Figure 1. Met2 routing (run 1).
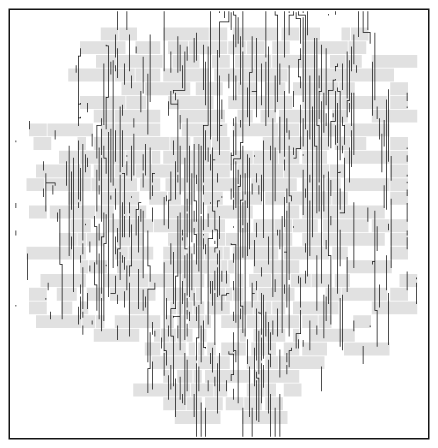
Figure 2. Met3 routing (run 1).
The bar under the picture is 20 µm long.
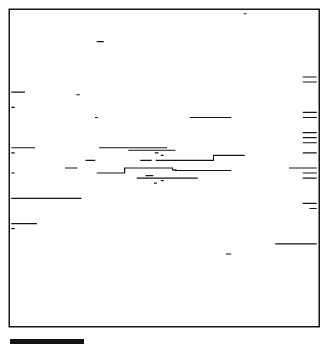
Figure 3. Sequential cells grouped by signal name (run 1).
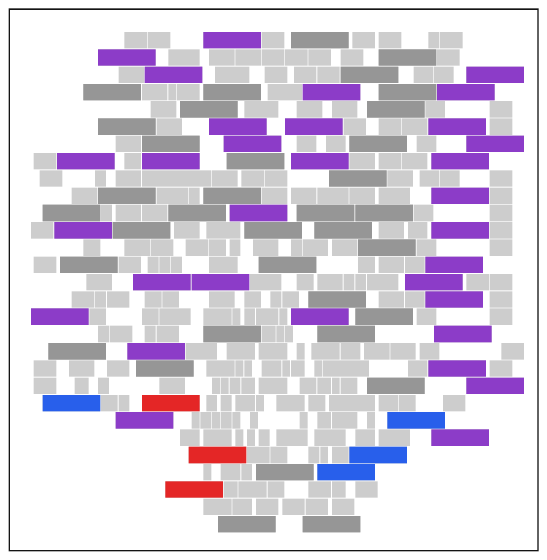
--- config.mk ---
export PLATFORM = sky130hd
export DESIGN_NAME = fifo_word_packer
export DESIGN_NICKNAME = d
export VERILOG_FILES = /design/src/rtl/fifo_pkg.sv /design/src/rtl/packer_idle_timer.sv /design/src/rtl/fifo_word_packer.sv
export SDC_FILE = /design/constraint.sdc
export NUM_CORES = 1
export LEC_CHECK = 0
export CORE_AREA = 2 2 81 83
export CTS_CLUSTER_SIZE = 8
export DETAILED_ROUTE_END_ITERATION = 10
export DIE_AREA = 0 0 83 85
export PLACE_DENSITY = 0.84
export SETUP_SLACK_MARGIN = 0.4
export SYNTH_ARGS = -nofsm -noshare
export SYNTH_HDL_FRONTEND = slang
export SYNTH_SLANG_ARGS = --single-unit
--- constraint.sdc ---
create_clock -name clk_i -period 3.08 [get_ports clk_i]
set_input_delay 0.462 -clock clk_i [delete_from_list [all_inputs] [get_ports clk_i]]
set_output_delay 0.462 -clock clk_i [all_outputs]
set_load 0.02 [all_outputs]
--- src/rtl/fifo_pkg.sv ---
// Shared FIFO/packer defaults plus lane-count and keep-mask helpers.
package fifo_pkg;

  localparam int unsigned FIFO_WIDTH   = 8;
  localparam int unsigned FIFO_DEPTH   = 16;
  localparam int unsigned PACK_DEFAULT = 4;

  // Bits needed to count 0..lanes inclusive.
  function automatic int unsigned cnt_width(input int unsigned lanes);
    return $clog2(lanes + 1);
  endfunction

  // Low n bits set; callers truncate to their lane count.
  function automatic logic [31:0] keep_mask(input int unsigned n);
    return (32'd1 << n) - 32'd1;
  endfunction

endpackage

--- src/rtl/packer_idle_timer.sv ---
// Idle counter that requests a partial-word flush after TIMEOUT_CYCLES quiet cycles.
module packer_idle_timer #(
  parameter int unsigned TIMEOUT_CYCLES = 64
) (
  input  logic clk_i,
  input  logic rst_n_i,
  input  logic count_en,
  input  logic clear,
  output logic fire_c
);

  localparam int unsigned TW = (TIMEOUT_CYCLES > 2) ? $clog2(TIMEOUT_CYCLES) : 1;

  logic [TW-1:0] idle_cnt;

  assign fire_c = count_en & !clear & (idle_cnt == TW'(TIMEOUT_CYCLES - 1));

  always_ff @(posedge clk_i or negedge rst_n_i) begin
    if (!rst_n_i) begin
      idle_cnt <= '0;
    end else if (clear || fire_c) begin
      idle_cnt <= '0;
    end else if (count_en) begin
      idle_cnt <= idle_cnt + 1'b1;
    end
  end

endmodule

--- src/rtl/fifo_word_packer.sv ---
// Drains a byte FIFO and packs PACK lanes into one valid/ready output word.
// Define PACKER_TIMEOUT_EN to flush idle partial words automatically.
module fifo_word_packer
  import fifo_pkg::*;
#(
  parameter int unsigned IN_WIDTH       = FIFO_WIDTH,
  parameter int unsigned PACK           = PACK_DEFAULT,
  parameter int unsigned TIMEOUT_CYCLES = 64
) (
  input  logic                     clk_i,
  input  logic                     rst_n_i,
  input  logic                     fifo_empty_i,
  output logic                     fifo_rd_en_o,
  input  logic [IN_WIDTH-1:0]      fifo_rdata_i,
  input  logic                     flush_i,
  output logic                     m_valid_o,
  input  logic                     m_ready_i,
  output logic [IN_WIDTH*PACK-1:0] m_data_o,
  output logic [PACK-1:0]          m_keep_o
);

  localparam int unsigned CNT_W  = cnt_width(PACK);
  localparam int unsigned LANE_W = (PACK > 2) ? $clog2(PACK) : 1;

  if (PACK < 2) begin : g_pack_check
    $error("PACK must be at least 2");
  end
  if (TIMEOUT_CYCLES < 2) begin : g_timeout_check
    $error("TIMEOUT_CYCLES must be at least 2");
  end

  logic [PACK-1:0][IN_WIDTH-1:0] lanes;
  logic [PACK-1:0][IN_WIDTH-1:0] word_full;
  logic [PACK-1:0][IN_WIDTH-1:0] word_part;
  logic [CNT_W-1:0]              cnt;
  logic [CNT_W:0]                fill;
  logic [PACK-1:0]               part_keep;
  logic rd_pend, flush_pend, flush_req;
  logic out_free, word_rdy, load_full, service;

`ifdef PACKER_TIMEOUT_EN
  logic timeout_c;

  packer_idle_timer #(
    .TIMEOUT_CYCLES(TIMEOUT_CYCLES)
  ) u_idle_timer (
    .clk_i   (clk_i),
    .rst_n_i (rst_n_i),
    .count_en((cnt != '0) & !rd_pend & !flush_pend),
    .clear   (rd_pend),
    .fire_c  (timeout_c)
  );

  assign flush_req = flush_i | timeout_c;
`else
  assign flush_req = flush_i;
`endif

  // Read/transfer/flush decisions from registered state plus the FIFO flag and ready.
  always_comb begin
    fill         = (CNT_W+1)'(cnt) + (CNT_W+1)'(rd_pend);
    out_free     = !m_valid_o | m_ready_i;
    word_rdy     = (cnt == CNT_W'(PACK)) | ((cnt == CNT_W'(PACK - 1)) & rd_pend);
    fifo_rd_en_o = !fifo_empty_i & !flush_pend &
                   ((fill < (CNT_W+1)'(PACK)) | ((fill == (CNT_W+1)'(PACK)) & out_free));
    load_full    = word_rdy & out_free;
    service      = flush_pend & !rd_pend & (cnt < CNT_W'(PACK)) & out_free;
    part_keep    = PACK'(keep_mask(32'(cnt)));
  end

  // Full word bypasses the last lane straight from the FIFO; partial word zeroes unused lanes.
  always_comb begin
    word_full = lanes;
    if (rd_pend) word_full[PACK-1] = fifo_rdata_i;
    for (int i = 0; i < int'(PACK); i++) begin
      word_part[i] = part_keep[i] ? lanes[i] : '0;
    end
  end

  always_ff @(posedge clk_i or negedge rst_n_i) begin
    if (!rst_n_i) begin
      lanes      <= '0;
      cnt        <= '0;
      rd_pend    <= 1'b0;
      flush_pend <= 1'b0;
      m_valid_o  <= 1'b0;
      m_data_o   <= '0;
      m_keep_o   <= '0;
    end else begin
      rd_pend <= fifo_rd_en_o;
      if (rd_pend && (cnt < CNT_W'(PACK))) lanes[LANE_W'(cnt)] <= fifo_rdata_i;
      if (m_valid_o && m_ready_i) m_valid_o <= 1'b0;
      if (flush_req && !flush_pend) flush_pend <= 1'b1;

      if (load_full) begin
        m_valid_o <= 1'b1;
        m_data_o  <= word_full;
        m_keep_o  <= '1;
        cnt       <= '0;
      end else if (word_rdy) begin
        cnt <= CNT_W'(PACK);
      end else if (service) begin
        flush_pend <= 1'b0;
        cnt        <= '0;
        if (cnt != '0) begin
          m_valid_o <= 1'b1;
          m_data_o  <= word_part;
          m_keep_o  <= part_keep;
        end
      end else if (rd_pend) begin
        cnt <= cnt + 1'b1;
      end
    end
  end

endmodule
==> out/metrics.yaml, run 1 <==
power.density_nw_per_um2: 1100
switching_share_pct: 35.9
dp.cells: 358
critical_path.top_delay_family: "adder cells"
combPwrFrac_pct: 44.2
ys_area_um2: 3190
grt-ovfl-total: 0
antenna_found_initial: 0
fp-utilization_pct: 51.3
ff_count: 74
fp.dieW_um: 83
p_sw_w: 0.00156
common_cells: "dfrtp_1, mux2_2, a22o_1"
r2r_start: "cnt[2]"
highest_layer: "met4"
num-fill-cells: 446
mux_share_pct: 17.1
nClkBuffers: 10
max_freq_ghz: 0.401
grt_pass1_wl_mm: 11.0
p_comb_w: 0.00192
synth_flops: 74
clkPwrFrac_pct: 16.9
period_used_pct: 81.0
lay_top_cells: "dfrtp_1, clkdlybuf4s50_1, mux2_2"
cts_tree: "built"
ys_cells: 234
firstDrtPassIters: 4
dr_wl_met2_mm: 3.32
status: "finished clean"
critPathCaptureType: "primary output"
ys_sh_xor_pct: 0.550
antenna_cells: 0
num_io_pins: 51
buffer_area_share_pct: 13.6
clkLatencyLatePin_ns: 0.34
grt_pass1_vias: 2265
clock_skew_ns: 0.0106
tightestPinTransition_ns: 0.725
finalSetupTns_ns: 0
slowest_delay_ns: 0.45
power.total_w: 0.00435
max-vdd-ir-drop_mv: 0.528
synth_cell_types: 38
row_count: 29
regToRegSetupSlack_ns: 0.75
slew_viol_final: 0
final_cells: 374
grtUsageMet1_pct: 25.1
syn_nets: 255
placed_cell_area_um2: 3760
cts-root-buf: "clkbuf_8"
leakage_nw: 1.74
fin_crit_ns: 2.49
fp.dieH_um: 85
dp_hpwl_mm: 4.71
power_leader: "combinational logic"
wl_per_cell_um: 17.7
drc: 0
cts_setup_buffers: 0
hold_class: "in2async"
p_seq_share_pct: 38.9
busiest_layer: "met2"
logic_family: "multiplexers"
cts_buffers: 9
post-place-ws_ns: 0.318
openroad.warnings: 29
critPathBufInv: 1
post_cts_resized: 1
dominant_cells: "flip-flops and latches"
p_int_w: 0.00279
routed-wl-met3_um: 230
inv_count: 5
htreeDepth: 3
## Picture notes: Figure 1
longest straight run	43.0 µm
share of all routed wire	50%
main direction	vertical
final wirelength: 6.61 mm
met2 Use GR: 33.9%

## Picture notes: Figure 2
longest straight run	18.6 µm
share of all routed wire	3.5%
wire length on this layer	231 µm
nets with wire on the layer	33
main direction	horizontal
met3 usage in global routing: 4.18%
Vias: 2,105

## Picture notes: Figure 3
color	name in the netlist	flops
red	cnt	3
blue	m_keep_o	4
purple	m_data_o	32
not colored	35
Register Area: 1850 µm²
Final Util: 63.9%
P_seq: 0.00169 W

Figure 4. Gate families picked out (run 1).
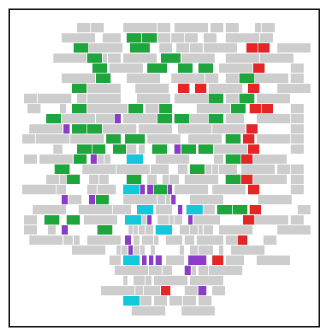

==> run 1 -> run 2 <==
CORE_AREA = 2 2 85 87   (was 2 2 81 83)
DIE_AREA = 0 0 87 89   (was 0 0 83 85)
PLACE_DENSITY = 0.81   (was 0.84)
clock period = 2.2 ns   (was 3.08 ns; I/O delays follow)
Figure 5. Gate families picked out (run 2).
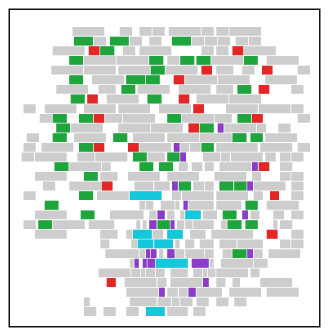
color	family	cells
red	non-inverting ao/oa cells	19
green	mux cells	48
purple	nand cells	22
cyan	fa/ha/maj cells	8
Post-Layout Cell Count: 391
Top cell excl fill/tap: dfrtp_1
logic share of the area: 32.3%

Figure 6. Sequential cells grouped by signal name (run 2).
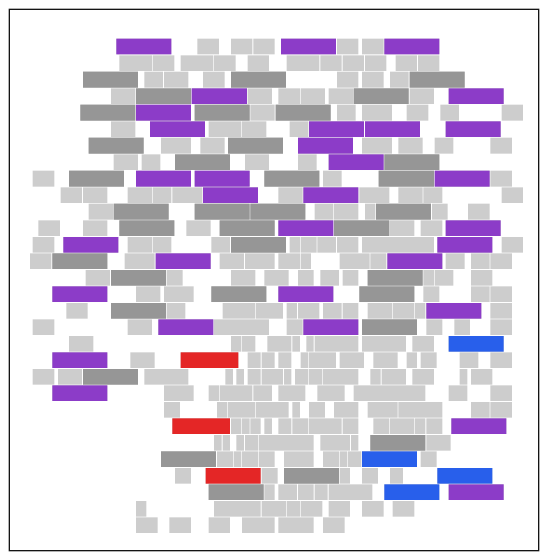
color	name in the netlist	flops
purple	m_data_o	32
blue	m_keep_o	4
red	cnt	3

==> run 2 against run 1 <==
Compared with the run above:
- clock-buffer cell count increased by 1
- sequential power up 41%
- cell count is 4.5% higher
- hold slack gained 0.22 ns
- design area grew 8.3%
- sequential cell count stayed put
- non-clock buffer count is 15 higher
- power rose by 51%
- synthesized cell count unchanged
- critical endpoint unchanged
- highest routed layer unchanged
==> out/metrics.yaml, run 2 <==
hold_class: "in2async"
clock_skew_ns: 0.0122  # +0.00166 ns
period_used_pct: 94.5
slew_viol_final: 0  # unchanged
post-place-ws_ns: -0.0172  # -0.335 ns
grt_pass1_wl_mm: 11.5  # +4.3%
p_sw_w: 0.00236  # +51%
logic_family: "multiplexers"
ys_top_cells_by_area: "dfrtp_1, mux2_2, a22o_1"
grtUsageTotal_pct: 19.9
finalWirelength_mm: 7.20  # +8.9%
drc: 0  # unchanged
r2r_start: "cnt[0]"
cts_setup_buffers: 5  # +5
power.total_w: 0.00658  # +51%
dp_hpwl_mm: 4.63  # -1.8%
cts-root-buf: "clkbuf_8"
clkLatencyLatePin_ns: 0.34  # about the same
num-fill-cells: 505  # +13%
dominant_cells: "flip-flops and latches"
wl_per_cell_um: 18.4  # +4.2%
synth_flops: 74  # unchanged
cts_buffers: 9  # unchanged
mux_share_pct: 17.1  # unchanged
status: "finished clean"
leakage_nw: 1.85  # +6.4%
firstDrtPassIters: 4  # unchanged
inv_count: 5  # unchanged
grt-ovfl-total: 0  # unchanged
slew-limit-headroom_pct: 71.7
dp.cells: 367  # +2.5%
power_leader: "combinational logic"
p_comb_w: 0.00325  # +69%
grtUsageMet1_pct: 26.6  # +1.5 points
regToRegSetupSlack_ns: 0.15  # -0.60 ns
max_freq_ghz: 0.481
num_vias: 2205  # +4.8%
cts_tree: "built"
clkPwrFrac_pct: 14.5  # -2.4 points
placed_cell_area_um2: 3910  # +3.9%
ys_cells: 234  # unchanged
fp-utilization_pct: 47.4  # -3.9 points
area.sequential_um2: 1850  # +0.14%
fp.dieH_um: 89  # +4.7%
slowest_delay_ns: 0.39  # -0.06 ns
ys_area_um2: 3190  # unchanged
antenna_cells: 0  # unchanged
synth_cell_types: 38  # unchanged
switching_share_pct: 35.9  # -0.054 points
dr_wl_met2_mm: 3.53  # +6.2%
highest_layer: "met4"
fp.dieW_um: 87  # +4.8%
htreeDepth: 3  # unchanged
finalSetupTns_ns: 0  # unchanged
p_seq_w: 0.00238  # +41%
common_cells: "dfrtp_1, mux2_2, a22o_1"
row_count: 30  # +3.4%
critPathBufInv: 1  # unchanged
fin_crit_ns: 2.08
routed-wl-met3_um: 230  # unchanged
buffer_area_share_pct: 17.6  # +4.0 points
lay_top_cells: "dfrtp_1, clkdlybuf4s50_1, mux2_2"
p_int_w: 0.00422  # +51%
num_io_pins: 51  # unchanged
critPathCaptureType: "primary output"
critical_path.top_delay_family: "adder cells"
edf_count: 0
power.density_nw_per_um2: 1530  # +40%
ff_count: 74  # unchanged
syn_nets: 255  # unchanged
openroad.warnings: 32  # +10%
grtUsageMet2_pct: 32.1  # -1.8 points
post_cts_resized: 13  # +12
rsz0062_at_grt: "true"
max-vdd-ir-drop_mv: 0.701  # +33%
antenna_found_initial: 0  # unchanged
busiest_layer: "met2"
post-route-util_pct: 64.0  # about the same
finalWorstSetupSlack_ns: 0.121
nClkBuffers: 11  # +1
grt_pass1_vias: 2211  # -2.4%
No activity file was given, so power comes from the tool's default toggle rates.
